===== config.mk =====
export PLATFORM = sky130hd
export DESIGN_NAME = lsu_bus_initiator_flat
export DESIGN_NICKNAME = d
export VERILOG_FILES = /design/src/rtl/lsu_pkg.sv /design/src/rtl/lsu_bus_initiator_if.sv /design/src/rtl/lsu_lane_align.sv /design/src/rtl/lsu_bus_initiator.sv /design/src/flat_wrapper.sv
export SDC_FILE = /design/constraint.sdc
export NUM_CORES = 1
export LEC_CHECK = 0
export CAP_MARGIN = 20
export CORE_UTILIZATION = 50
export CTS_CLUSTER_DIAMETER = 200
export DETAILED_ROUTE_END_ITERATION = 6
export PLACE_DENSITY_LB_ADDON = 0.2
export SLEW_MARGIN = 20
export SYNTH_ARGS = -nofsm -noshare
export SYNTH_HDL_FRONTEND = slang
export SYNTH_HIERARCHICAL = 1
export SYNTH_SLANG_ARGS = --single-unit

===== constraint.sdc =====
create_clock -name clock -period 7.1 [get_ports clock]
set_input_delay 1.42 -clock clock [delete_from_list [all_inputs] [get_ports clock]]
set_output_delay 1.42 -clock clock [all_outputs]
set_load 0.05 [all_outputs]

===== src/rtl/lsu_pkg.sv =====
// Shared types and lane tables for the load/store bus initiator.
// No logic of its own; no latency or backpressure.
// Helpers map a request size to its base lane mask and byte count.
package lsu_pkg;

    typedef enum logic [1:0] {
        LSU_BYTE = 2'd0,
        LSU_HALF = 2'd1,
        LSU_WORD = 2'd2
    } lsu_size_e;

    typedef enum logic [1:0] {
        IDLE    = 2'd0,
        ISSUE   = 2'd1,
        CAPTURE = 2'd2,
        RESP    = 2'd3
    } lsu_state_e;

    localparam logic [3:0] LSU_BASE_MASK [3] = '{4'b0001, 4'b0011, 4'b1111};

    function automatic logic size_legal(input logic [1:0] size);
        return size != 2'd3;
    endfunction

    function automatic logic [3:0] base_mask(input logic [1:0] size);
        case (size)
            LSU_BYTE: return LSU_BASE_MASK[0];
            LSU_HALF: return LSU_BASE_MASK[1];
            LSU_WORD: return LSU_BASE_MASK[2];
            default:  return 4'b0000;
        endcase
    endfunction

    function automatic logic [2:0] size_bytes(input logic [1:0] size);
        case (size)
            LSU_BYTE: return 3'd1;
            LSU_HALF: return 3'd2;
            default:  return 3'd4;
        endcase
    endfunction

endpackage


===== src/rtl/lsu_bus_initiator_if.sv =====
// Request/response and memory-bus signals of the load/store initiator.
// master = the initiator itself; slave = core side plus bus memories.
// Request side uses valid/ready; the bus side has no backpressure.
interface lsu_bus_initiator_if;
    logic        req_valid;
    logic        req_ready;
    logic        req_write;
    logic [1:0]  req_size;
    logic        req_unsigned;
    logic [31:0] req_address;
    logic [31:0] req_wdata;
    logic        resp_valid;
    logic [31:0] resp_rdata;
    logic        resp_error;
    logic [31:0] bus_address;
    logic [31:0] bus_write_data;
    logic [3:0]  bus_byte_enable;
    logic        bus_read_enable;
    logic        bus_write_enable;
    logic [31:0] bus_read_data;

    modport master (
        input  req_valid, req_write, req_size, req_unsigned, req_address, req_wdata,
        input  bus_read_data,
        output req_ready, resp_valid, resp_rdata, resp_error,
        output bus_address, bus_write_data, bus_byte_enable, bus_read_enable, bus_write_enable
    );

    modport slave (
        output req_valid, req_write, req_size, req_unsigned, req_address, req_wdata,
        output bus_read_data,
        input  req_ready, resp_valid, resp_rdata, resp_error,
        input  bus_address, bus_write_data, bus_byte_enable, bus_read_enable, bus_write_enable
    );
endinterface


===== src/rtl/lsu_lane_align.sv =====
// Lane mask / store shift and load shift / extend (MISALIGNED_SPLIT_EN adds the upper beat).
// Purely combinational, zero latency.
// No backpressure.
module lsu_lane_align
    import lsu_pkg::*;
(
    input  logic [1:0]  size,
    input  logic [1:0]  off,
    input  logic        zero_ext,
    input  logic [31:0] wdata,
    input  logic [31:0] rdata_lo,
`ifdef MISALIGNED_SPLIT_EN
    input  logic [31:0] rdata_hi,
    output logic [3:0]  be_hi,
    output logic [31:0] wdata_hi,
`endif
    output logic [3:0]  be_lo,
    output logic [31:0] wdata_lo,
    output logic [31:0] load_data
);

    logic [31:0] rd_shift;

`ifdef MISALIGNED_SPLIT_EN
    logic [7:0]  mask8;
    logic [63:0] wd64;

    assign mask8    = {4'b0000, base_mask(size)} << off;
    assign wd64     = {32'b0, wdata} << {off, 3'b000};
    assign be_lo    = mask8[3:0];
    assign be_hi    = mask8[7:4];
    assign wdata_lo = wd64[31:0];
    assign wdata_hi = wd64[63:32];
    assign rd_shift = 32'({rdata_hi, rdata_lo} >> {off, 3'b000});
`else
    assign be_lo    = base_mask(size) << off;
    assign wdata_lo = wdata << {off, 3'b000};
    assign rd_shift = rdata_lo >> {off, 3'b000};
`endif

    always_comb begin
        load_data = rd_shift;
        case (size)
            LSU_BYTE: load_data = zero_ext ? {24'b0, rd_shift[7:0]}
                                           : {{24{rd_shift[7]}}, rd_shift[7:0]};
            LSU_HALF: load_data = zero_ext ? {16'b0, rd_shift[15:0]}
                                           : {{16{rd_shift[15]}}, rd_shift[15:0]};
            default:  load_data = rd_shift;
        endcase
    end

endmodule


===== src/rtl/lsu_bus_initiator.sv =====
// Load/store initiator: one request -> word-aligned bus beats (MISALIGNED_SPLIT_EN splits crossings).
// Latency: error 1, store 2 (crossing 3), load 3 (crossing 5) cycles from acceptance.
// req_ready only in IDLE; one request in flight, bus itself never stalls.
module lsu_bus_initiator
    import lsu_pkg::*;
(
    input  logic               clock,
    input  logic               reset_n,
    lsu_bus_initiator_if.master lsu
);

    lsu_state_e  state, state_n;
    logic        lat_write, lat_unsigned;
    logic [1:0]  lat_size;
    logic [31:0] lat_address, lat_wdata;
    logic        err_n;

    logic        src_write, src_unsigned;
    logic [1:0]  src_size;
    logic [31:0] src_address, src_wdata;
    logic        crossing;
    logic [31:0] beat0_address;

    logic [3:0]  be_lo;
    logic [31:0] wdata_lo, rdata_lo, load_data;

    logic [31:0] bus_address_n, bus_write_data_n;
    logic [3:0]  bus_byte_enable_n;
    logic        bus_read_enable_n, bus_write_enable_n;

`ifdef MISALIGNED_SPLIT_EN
    logic        beat, beat_n;
    logic [31:0] beat0_data, rdata_hi, wdata_hi;
    logic [3:0]  be_hi;
`endif

    assign lsu.req_ready = (state == IDLE);

    // Bus outputs are registered, so the first beat is built from the live request in IDLE.
    assign src_write     = (state == IDLE) ? lsu.req_write    : lat_write;
    assign src_unsigned  = (state == IDLE) ? lsu.req_unsigned : lat_unsigned;
    assign src_size      = (state == IDLE) ? lsu.req_size     : lat_size;
    assign src_address   = (state == IDLE) ? lsu.req_address  : lat_address;
    assign src_wdata     = (state == IDLE) ? lsu.req_wdata    : lat_wdata;

    assign crossing      = ({1'b0, src_address[1:0]} + size_bytes(src_size)) > 3'd4;
    assign beat0_address = {src_address[31:2], 2'b00};

`ifdef MISALIGNED_SPLIT_EN
    assign rdata_lo = beat ? beat0_data : lsu.bus_read_data;
    assign rdata_hi = beat ? lsu.bus_read_data : 32'b0;
`else
    assign rdata_lo = lsu.bus_read_data;
`endif

    lsu_lane_align u_align (
        .size      (src_size),
        .off       (src_address[1:0]),
        .zero_ext  (src_unsigned),
        .wdata     (src_wdata),
        .rdata_lo  (rdata_lo),
`ifdef MISALIGNED_SPLIT_EN
        .rdata_hi  (rdata_hi),
        .be_hi     (be_hi),
        .wdata_hi  (wdata_hi),
`endif
        .be_lo     (be_lo),
        .wdata_lo  (wdata_lo),
        .load_data (load_data)
    );

    always_ff @(posedge clock or negedge reset_n) begin
        if (!reset_n) state <= IDLE;
        else          state <= state_n;
    end

    always_comb begin
        state_n = state;
        err_n   = 1'b0;
`ifdef MISALIGNED_SPLIT_EN
        beat_n  = beat;
`endif
        case (state)
            IDLE: begin
                if (lsu.req_valid) begin
                    if (!size_legal(lsu.req_size)) begin
                        state_n = RESP;
                        err_n   = 1'b1;
                    end
`ifndef MISALIGNED_SPLIT_EN
                    else if (crossing) begin
                        state_n = RESP;
                        err_n   = 1'b1;
                    end
`endif
                    else begin
                        state_n = ISSUE;
`ifdef MISALIGNED_SPLIT_EN
                        beat_n  = 1'b0;
`endif
                    end
                end
            end
            ISSUE: begin
                if (lat_write) begin
`ifdef MISALIGNED_SPLIT_EN
                    if (crossing && !beat) beat_n = 1'b1;
                    else
`endif
                    state_n = RESP;
                end else begin
                    state_n = CAPTURE;
                end
            end
            CAPTURE: begin
`ifdef MISALIGNED_SPLIT_EN
                if (crossing && !beat) begin
                    state_n = ISSUE;
                    beat_n  = 1'b1;
                end else
`endif
                state_n = RESP;
            end
            RESP:    state_n = IDLE;
            default: state_n = IDLE;
        endcase
    end

    always_comb begin
        bus_address_n      = '0;
        bus_write_data_n   = '0;
        bus_byte_enable_n  = '0;
        bus_read_enable_n  = 1'b0;
        bus_write_enable_n = 1'b0;
        if (state_n == ISSUE) begin
            bus_address_n     = beat0_address;
            bus_byte_enable_n = be_lo;
            bus_write_data_n  = src_write ? wdata_lo : '0;
`ifdef MISALIGNED_SPLIT_EN
            if (beat_n) begin
                bus_address_n     = beat0_address + 32'd4;
                bus_byte_enable_n = be_hi;
                bus_write_data_n  = src_write ? wdata_hi : '0;
            end
`endif
            bus_write_enable_n = src_write;
            bus_read_enable_n  = !src_write;
        end else if (state_n == CAPTURE) begin
            // The memory returns data a cycle later and needs the address held.
            bus_address_n      = lsu.bus_address;
            bus_write_data_n   = lsu.bus_write_data;
            bus_byte_enable_n  = lsu.bus_byte_enable;
            bus_read_enable_n  = lsu.bus_read_enable;
        end
    end

    always_ff @(posedge clock or negedge reset_n) begin
        if (!reset_n) begin
            lat_write            <= 1'b0;
            lat_unsigned         <= 1'b0;
            lat_size             <= 2'd0;
            lat_address          <= '0;
            lat_wdata            <= '0;
            lsu.resp_valid       <= 1'b0;
            lsu.resp_error       <= 1'b0;
            lsu.resp_rdata       <= '0;
            lsu.bus_address      <= '0;
            lsu.bus_write_data   <= '0;
            lsu.bus_byte_enable  <= '0;
            lsu.bus_read_enable  <= 1'b0;
            lsu.bus_write_enable <= 1'b0;
`ifdef MISALIGNED_SPLIT_EN
            beat                 <= 1'b0;
            beat0_data           <= '0;
`endif
        end else begin
            if (lsu.req_valid && lsu.req_ready) begin
                lat_write    <= lsu.req_write;
                lat_unsigned <= lsu.req_unsigned;
                lat_size     <= lsu.req_size;
                lat_address  <= lsu.req_address;
                lat_wdata    <= lsu.req_wdata;
            end
            lsu.resp_valid       <= (state_n == RESP);
            lsu.resp_error       <= err_n;
            lsu.resp_rdata       <= (state == CAPTURE && state_n == RESP) ? load_data : '0;
            lsu.bus_address      <= bus_address_n;
            lsu.bus_write_data   <= bus_write_data_n;
            lsu.bus_byte_enable  <= bus_byte_enable_n;
            lsu.bus_read_enable  <= bus_read_enable_n;
            lsu.bus_write_enable <= bus_write_enable_n;
`ifdef MISALIGNED_SPLIT_EN
            beat                 <= beat_n;
            if (state == CAPTURE && !beat) beat0_data <= lsu.bus_read_data;
`endif
        end
    end

endmodule


===== src/flat_wrapper.sv =====
// flat-port wrapper written by rule: the top's interface ports become plain ports
module lsu_bus_initiator_flat import lsu_pkg::*;
  (clock, reset_n, lsu_req_valid, lsu_req_write, lsu_req_size, lsu_req_unsigned, lsu_req_address, lsu_req_wdata, lsu_bus_read_data, lsu_req_ready, lsu_resp_valid, lsu_resp_rdata, lsu_resp_error, lsu_bus_address, lsu_bus_write_data, lsu_bus_byte_enable, lsu_bus_read_enable, lsu_bus_write_enable);
  lsu_bus_initiator_if lsu_i ();
  input  logic clock;
  input  logic reset_n;
  input wire logic [$bits(lsu_i.req_valid)-1:0] lsu_req_valid;
  input wire logic [$bits(lsu_i.req_write)-1:0] lsu_req_write;
  input wire logic [$bits(lsu_i.req_size)-1:0] lsu_req_size;
  input wire logic [$bits(lsu_i.req_unsigned)-1:0] lsu_req_unsigned;
  input wire logic [$bits(lsu_i.req_address)-1:0] lsu_req_address;
  input wire logic [$bits(lsu_i.req_wdata)-1:0] lsu_req_wdata;
  input wire logic [$bits(lsu_i.bus_read_data)-1:0] lsu_bus_read_data;
  output wire logic [$bits(lsu_i.req_ready)-1:0] lsu_req_ready;
  output wire logic [$bits(lsu_i.resp_valid)-1:0] lsu_resp_valid;
  output wire logic [$bits(lsu_i.resp_rdata)-1:0] lsu_resp_rdata;
  output wire logic [$bits(lsu_i.resp_error)-1:0] lsu_resp_error;
  output wire logic [$bits(lsu_i.bus_address)-1:0] lsu_bus_address;
  output wire logic [$bits(lsu_i.bus_write_data)-1:0] lsu_bus_write_data;
  output wire logic [$bits(lsu_i.bus_byte_enable)-1:0] lsu_bus_byte_enable;
  output wire logic [$bits(lsu_i.bus_read_enable)-1:0] lsu_bus_read_enable;
  output wire logic [$bits(lsu_i.bus_write_enable)-1:0] lsu_bus_write_enable;
  assign lsu_i.req_valid = lsu_req_valid;
  assign lsu_i.req_write = lsu_req_write;
  assign lsu_i.req_size = lsu_req_size;
  assign lsu_i.req_unsigned = lsu_req_unsigned;
  assign lsu_i.req_address = lsu_req_address;
  assign lsu_i.req_wdata = lsu_req_wdata;
  assign lsu_i.bus_read_data = lsu_bus_read_data;
  assign lsu_req_ready = lsu_i.req_ready;
  assign lsu_resp_valid = lsu_i.resp_valid;
  assign lsu_resp_rdata = lsu_i.resp_rdata;
  assign lsu_resp_error = lsu_i.resp_error;
  assign lsu_bus_address = lsu_i.bus_address;
  assign lsu_bus_write_data = lsu_i.bus_write_data;
  assign lsu_bus_byte_enable = lsu_i.bus_byte_enable;
  assign lsu_bus_read_enable = lsu_i.bus_read_enable;
  assign lsu_bus_write_enable = lsu_i.bus_write_enable;
  lsu_bus_initiator u_core (.clock(clock), .reset_n(reset_n), .lsu(lsu_i));
endmodule

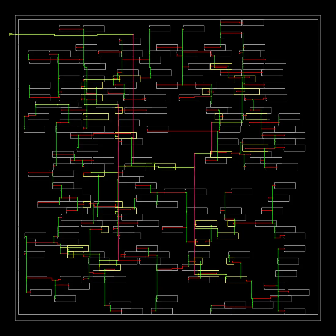
(clock routing)
TritonCTS Buffers: 17
Seq Cell Count: 172
later-pin clock latency in the skew report: 430 ps
clk_buf instances: 17

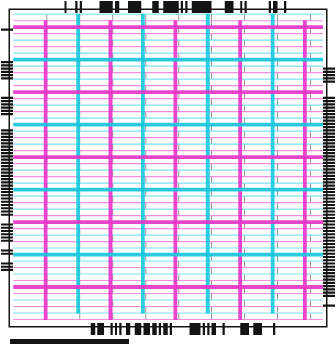
(supply network)
Bar = 50 um. Pins as bars on the die edge. Tap cells in gray.
[magenta] VSS
[cyan] VDD
tap cells: 220
met5 straps: 9
rows: 47
signal pins: 208
met1 rails: 48
Die Ht: 132 um
width of the die: 132 um
Worst IR Drop VDD: 0.287 mV
area inside the core boundary: 0.0166 mm2

[layer usage]
layer  GRT usage  vias up
li1            -     2833
met4      0.0843        0
met5           0        -
met3      0.0657       25
met2       0.415      237
met1       0.318     3081
[cell families (layout without fill, tap and decap cells)]
family,count (synthesis),count (layout)
AND/OR/NAND/NOR,118,118
AND-OR/OR-AND,141,141
buffers and inverters,61,251
adder cells (fa/ha/maj),9,9
multiplexers,180,180
other,1,2
flip-flops,172,172
[area by class of cell]
class,count,share of cell area
clock inverter,15,0.0178
inverter,7,0.00234
timing repair buffer,212,0.187
tap,220,0.0245
clock buffer,17,0.0378
sequential,172,0.383
multi-input combinational,450,0.347
[layout by cell type (no fill, tap or decap), drive strengths merged, types with 2 or more instances in the layout]
| cell type | netlist | routed |
|---|---|---|
| mux2i | 64 | 64 |
| mux2 | 116 | 116 |
| o211ai | 17 | 17 |
| conb | 1 | 2 |
| clkinv | 0 | 3 |
| ha | 8 | 8 |
| clkinvlp | 0 | 2 |
| nor2b | 11 | 11 |
| a2bb2oi | 6 | 6 |
| clkbuf | 13 | 17 |
| nand2b | 2 | 2 |
| and2 | 42 | 42 |
| nand2 | 40 | 40 |
| nor2 | 14 | 14 |
| clkdlybuf4s50 | 0 | 204 |
| o21ai | 26 | 26 |
| a21oi | 10 | 10 |
| a22o | 32 | 32 |
| buf | 41 | 8 |
| bufinv | 0 | 3 |
| inv | 7 | 14 |
| dfrtp | 172 | 172 |
| o2bb2ai | 34 | 34 |
| nand3 | 2 | 2 |
| a211oi | 8 | 8 |
| nor3 | 3 | 3 |
[worst paths after layout]
check / startpoint / cells after the start / slack [ps] / endpoint
max reg2reg: u_core/state[0] / 9 / 2710 / u_core/lsu.bus_write_data[19]
max: u_core/state[0] / 4 / 2510 / lsu_req_ready
min: u_core/lsu.bus_byte_enable[1] / 1 / 490 / u_core/lsu.bus_byte_enable[1]
max in group asynchronous: reset_n / 2 / 4550 / u_core/lsu.bus_write_data[12]
min reg2reg: u_core/lsu.bus_byte_enable[1] / 1 / 490 / u_core/lsu.bus_byte_enable[1]
min in group asynchronous: reset_n / 1 / 1100 / u_core/lsu.resp_rdata[12]
[worst max-delay path, delay by kind of cell, from the launching register on]
kind	cells	cell delay [ps]
adders and majority gates	1	570
buffers and inverters	3	1700
DFF	1	440
[sequential cells by signal, summed over array words and instances (netlist names), 2 cells and up]
register,flops
u_core/lsu.bus_byte_enable,4
u_core/lat_size,2
u_core/lat_wdata,32
u_core/lsu.bus_write_data,32
u_core/lsu.resp_rdata,32
u_core/state,2
u_core/lat_address,32
u_core/lsu.bus_address,30
[power by group through the flow]
stage	clock network, mW	logic [mW]	registers, mW
after floorplan	0	2.00	2.19
after global placement	0	3.40	1.58
after CTS	0.999	3.51	1.59
final	0.980	3.50	1.59
after detailed placement	0	3.48	1.59
after global routing	1.04	3.74	1.63
==> run notes <==
Notes from the flow run.

Setup path:
- The run gives the biggest cell delay along the critical path as a little over 900 ps.
- The worst setup path is of the reg -> out kind.
- Per the STA report, the cell with the highest stage delay on the worst path is clkdlybuf4s50_1.
- The run gives the arrival time at the worst endpoint as ~3200 ps.
- Per STA, the worst path is made up of inv_1 -> ha_4 -> buf_4 -> clkdlybuf4s50_1.
- The worst setup path is captured at an output pin.
- The run gives the startpoint type of the worst setup path as a register.
- The run puts the largest fanout of any net on the critical path at 40.
- At the worst endpoint, the required time is roughly 5700 ps.

Synthesis:
- The synthesis log from Yosys contains 6 warnings.
- The run puts the cell total in the yosys stat output at approximately 680.
- The main area contributors are dfrtp_1 51%, mux2_2 15%, mux2i_1 7.5%.
- The area fraction of the largest cell type after synthesis is 0.507.
- In this run, the synthesized area fraction spent on AND-OR/OR-AND gates is recorded as 0.136.
- The run puts the synthesis area per yosys at 0.00849 mm2.
- Grouping non-sequential cells by family puts the most area in multiplexers.
- The run gives the share of the synthesized netlist area taken by xor and xnor gates as 0.
- The run gives the post-synthesis instance area as approximately 0.0085 mm2.
- The run gives the fraction of registers with async set or reset after synthesis as 1.00.
- The run gives the register bit count reported by yosys as 172.
- The run puts the number of unique standard cell types used by synthesis at roughly 43.
- The run puts the post-synthesis cell count at 682.
- The run gives the fraction of the yosys area taken by sequential cells as 0.507.
- The run puts the area fraction in and, or, nand and nor cells after synthesis at 0.0738.
- The biggest area contributor in the post-synthesis netlist is dfrtp_1.
- The run puts the average size of a mapped cell at between 10 and 15 um2.
- The commonest cells after synthesis are 172 x dfrtp_1, 114 x mux2_2, 64 x mux2i_1.
- The run puts the area fraction in full adders, half adders and majority gates at 0.0141.
- The run puts the mux share of post-synthesis cell area at 0.230.
- The run gives the number of synthesized flops with an enable pin as 0.
- By instance count, the leading cell after synthesis is dfrtp_1.
- Among all flip-flop cells after synthesis, the most frequent one is dfrtp_1.

GRT:
- The run gives the largest net degree at the start of global routing as approximately 110.
- The run puts the final global-route overflow total at 0.
- The run puts the global-route wire length before repair at 34000 um.
- The run gives the all-layer global routing usage as 0.250.
- The run puts the number of antenna violations at the first check in global routing at 0.
- The number of global-route vias before repair is between 6000 and 7000.

CTS:
- TritonCTS built the clock tree.
- The run puts the H-tree depth at 4.
- TritonCTS reports the number of clock sinks as 172.
- After clock tree synthesis, the setup repair step added 0 buffers.
- The run puts the maximum clock path buffer count at 2.
- In this run, post-CTS hold repair placed 0 buffers.
- On the worst setup and hold paths after CTS, the clock-pin slew comes to ~70 ps.
- In this run, post-CTS repair resized a total of 0 instances.
- Per the CTS log, the root buffer master is clkbuf_16.

Timing:
- The run gives the worst setup margin as roughly 2500 ps.
- The final timing report lists a hold violation count of 0.
- Setup repair after global routing left no endpoint under its margin.
- The run gives the final-report max-slew violation count as 0.
- Checking max transition, the worst relative margin is 0.284.
- For the final database, setup skew stands at 8.43 ps.
- The run puts the count of endpoints failing setup in the final report at 0.
- The transition time recorded at the tightest slew-check pin is about 1100 ps.
- The run gives the worst hold-check slack as just under 500 ps.
- The run puts the sum of negative setup slack at 0 ps.
- Of the available clock period, the critical path in the final layout requires 0.647.
- Based on the critical path, the design can be clocked at up to ~0.22 GHz.
- Subtracting the final worst setup slack from the clock period gives between 4000 and 5000 ps.

Worst hold path:
- STA reports the tightest min-delay check as being of type reg -> reg.

Placement:
- Buffers placed on the I/O ports in this run total between 200 and 250.
- The run gives the final HPWL from detailed placement as between 10000 and 15000 um.
- The run puts the routability-driven placement congestion ratio at ~0.84.
- The run gives the cell count after placement as approximately 1100.
- The placement stage leaves a total instance area of approximately 0.011 mm2.
- The run gives the pre-CTS setup slack as roughly 2100 ps.

Power:
- Cell internal power was estimated by the tool at ~3.3 mW.
- The run puts the part of the power in registers at 0.261.
- The run puts the power per cell area at 540 mW/mm2.
- The run gives the leakage power summed over all cells as between 4 and 5 nW.
- The run puts the switching power total at 2.73 mW.
- The run gives the overall power consumption as slightly above 6 mW.
- The run gives the relative contribution of combinational cells to total power as 0.577.
- The run puts the switching share of power at 0.450.
- The run puts the clock network fraction of design power at 0.162.

Layout:
- The run gives the fraction of layout cells with a size suffix above 1 as 0.202.
- The run gives the count of filler cells inserted in the layout as roughly 1200.
- The sequential cells in the finished layout cover a total of ~0.0043 mm2.
- The run gives the number of diodes as 0.
- In the final layout, the multi-input gates occupy ~0.0039 mm2.
- For this run, the post-layout net count is slightly below 1000.
- Once layout is complete, the utilization of the core stands at 0.678.
- The run puts the synthesis-to-finish area growth at 32.4%.
- The run puts the count of placed standard cells in the final layout, fillers left out at 1093.
- The final report gives the standard cell area, fillers excluded, as between 0.01 and 0.015 mm2.

Route:
- The run puts the met1 wire length at 9140 um.
- The run puts the routed length on met2 at a little over 10000 um.
- The run puts the final wirelength at around 21000 um.
- The run puts the remaining antenna violation count after routing at 0.
- The run gives the mean number of vias per cell as ~5.7.
- The run puts the average wire per cell in the routed design at ~19 um.
- According to the report, the first pass of detailed routing completed in 5 iterations.
- The highest metal layer carrying signal wires in the routed design is met4.
- The run gives the met3 layer wire length in the routed design as roughly 1500 um.
- The run puts the detailed router's first-iteration violation count at approximately 370.
- The run puts the total DRC errors in the routed layout at 0.
- The run puts the via count at 6176.

Flow run:
- The run puts the max-cap check violation count at 0.
- The run gives the number of warnings the tools reported as 33.

Floorplan:
- In this run the full chip footprint comes out at between 0.015 and 0.02 mm2.
- The run puts the effective utilization at floorplan at 0.512.
- The run gives the top-level I/O count as about 210.
- The run puts the row count at 47.

Outcome:
- The flow ran to the end, and the final reports show no timing, DRC or antenna violations.
No activity file was given, so power comes from the tool's default toggle rates.
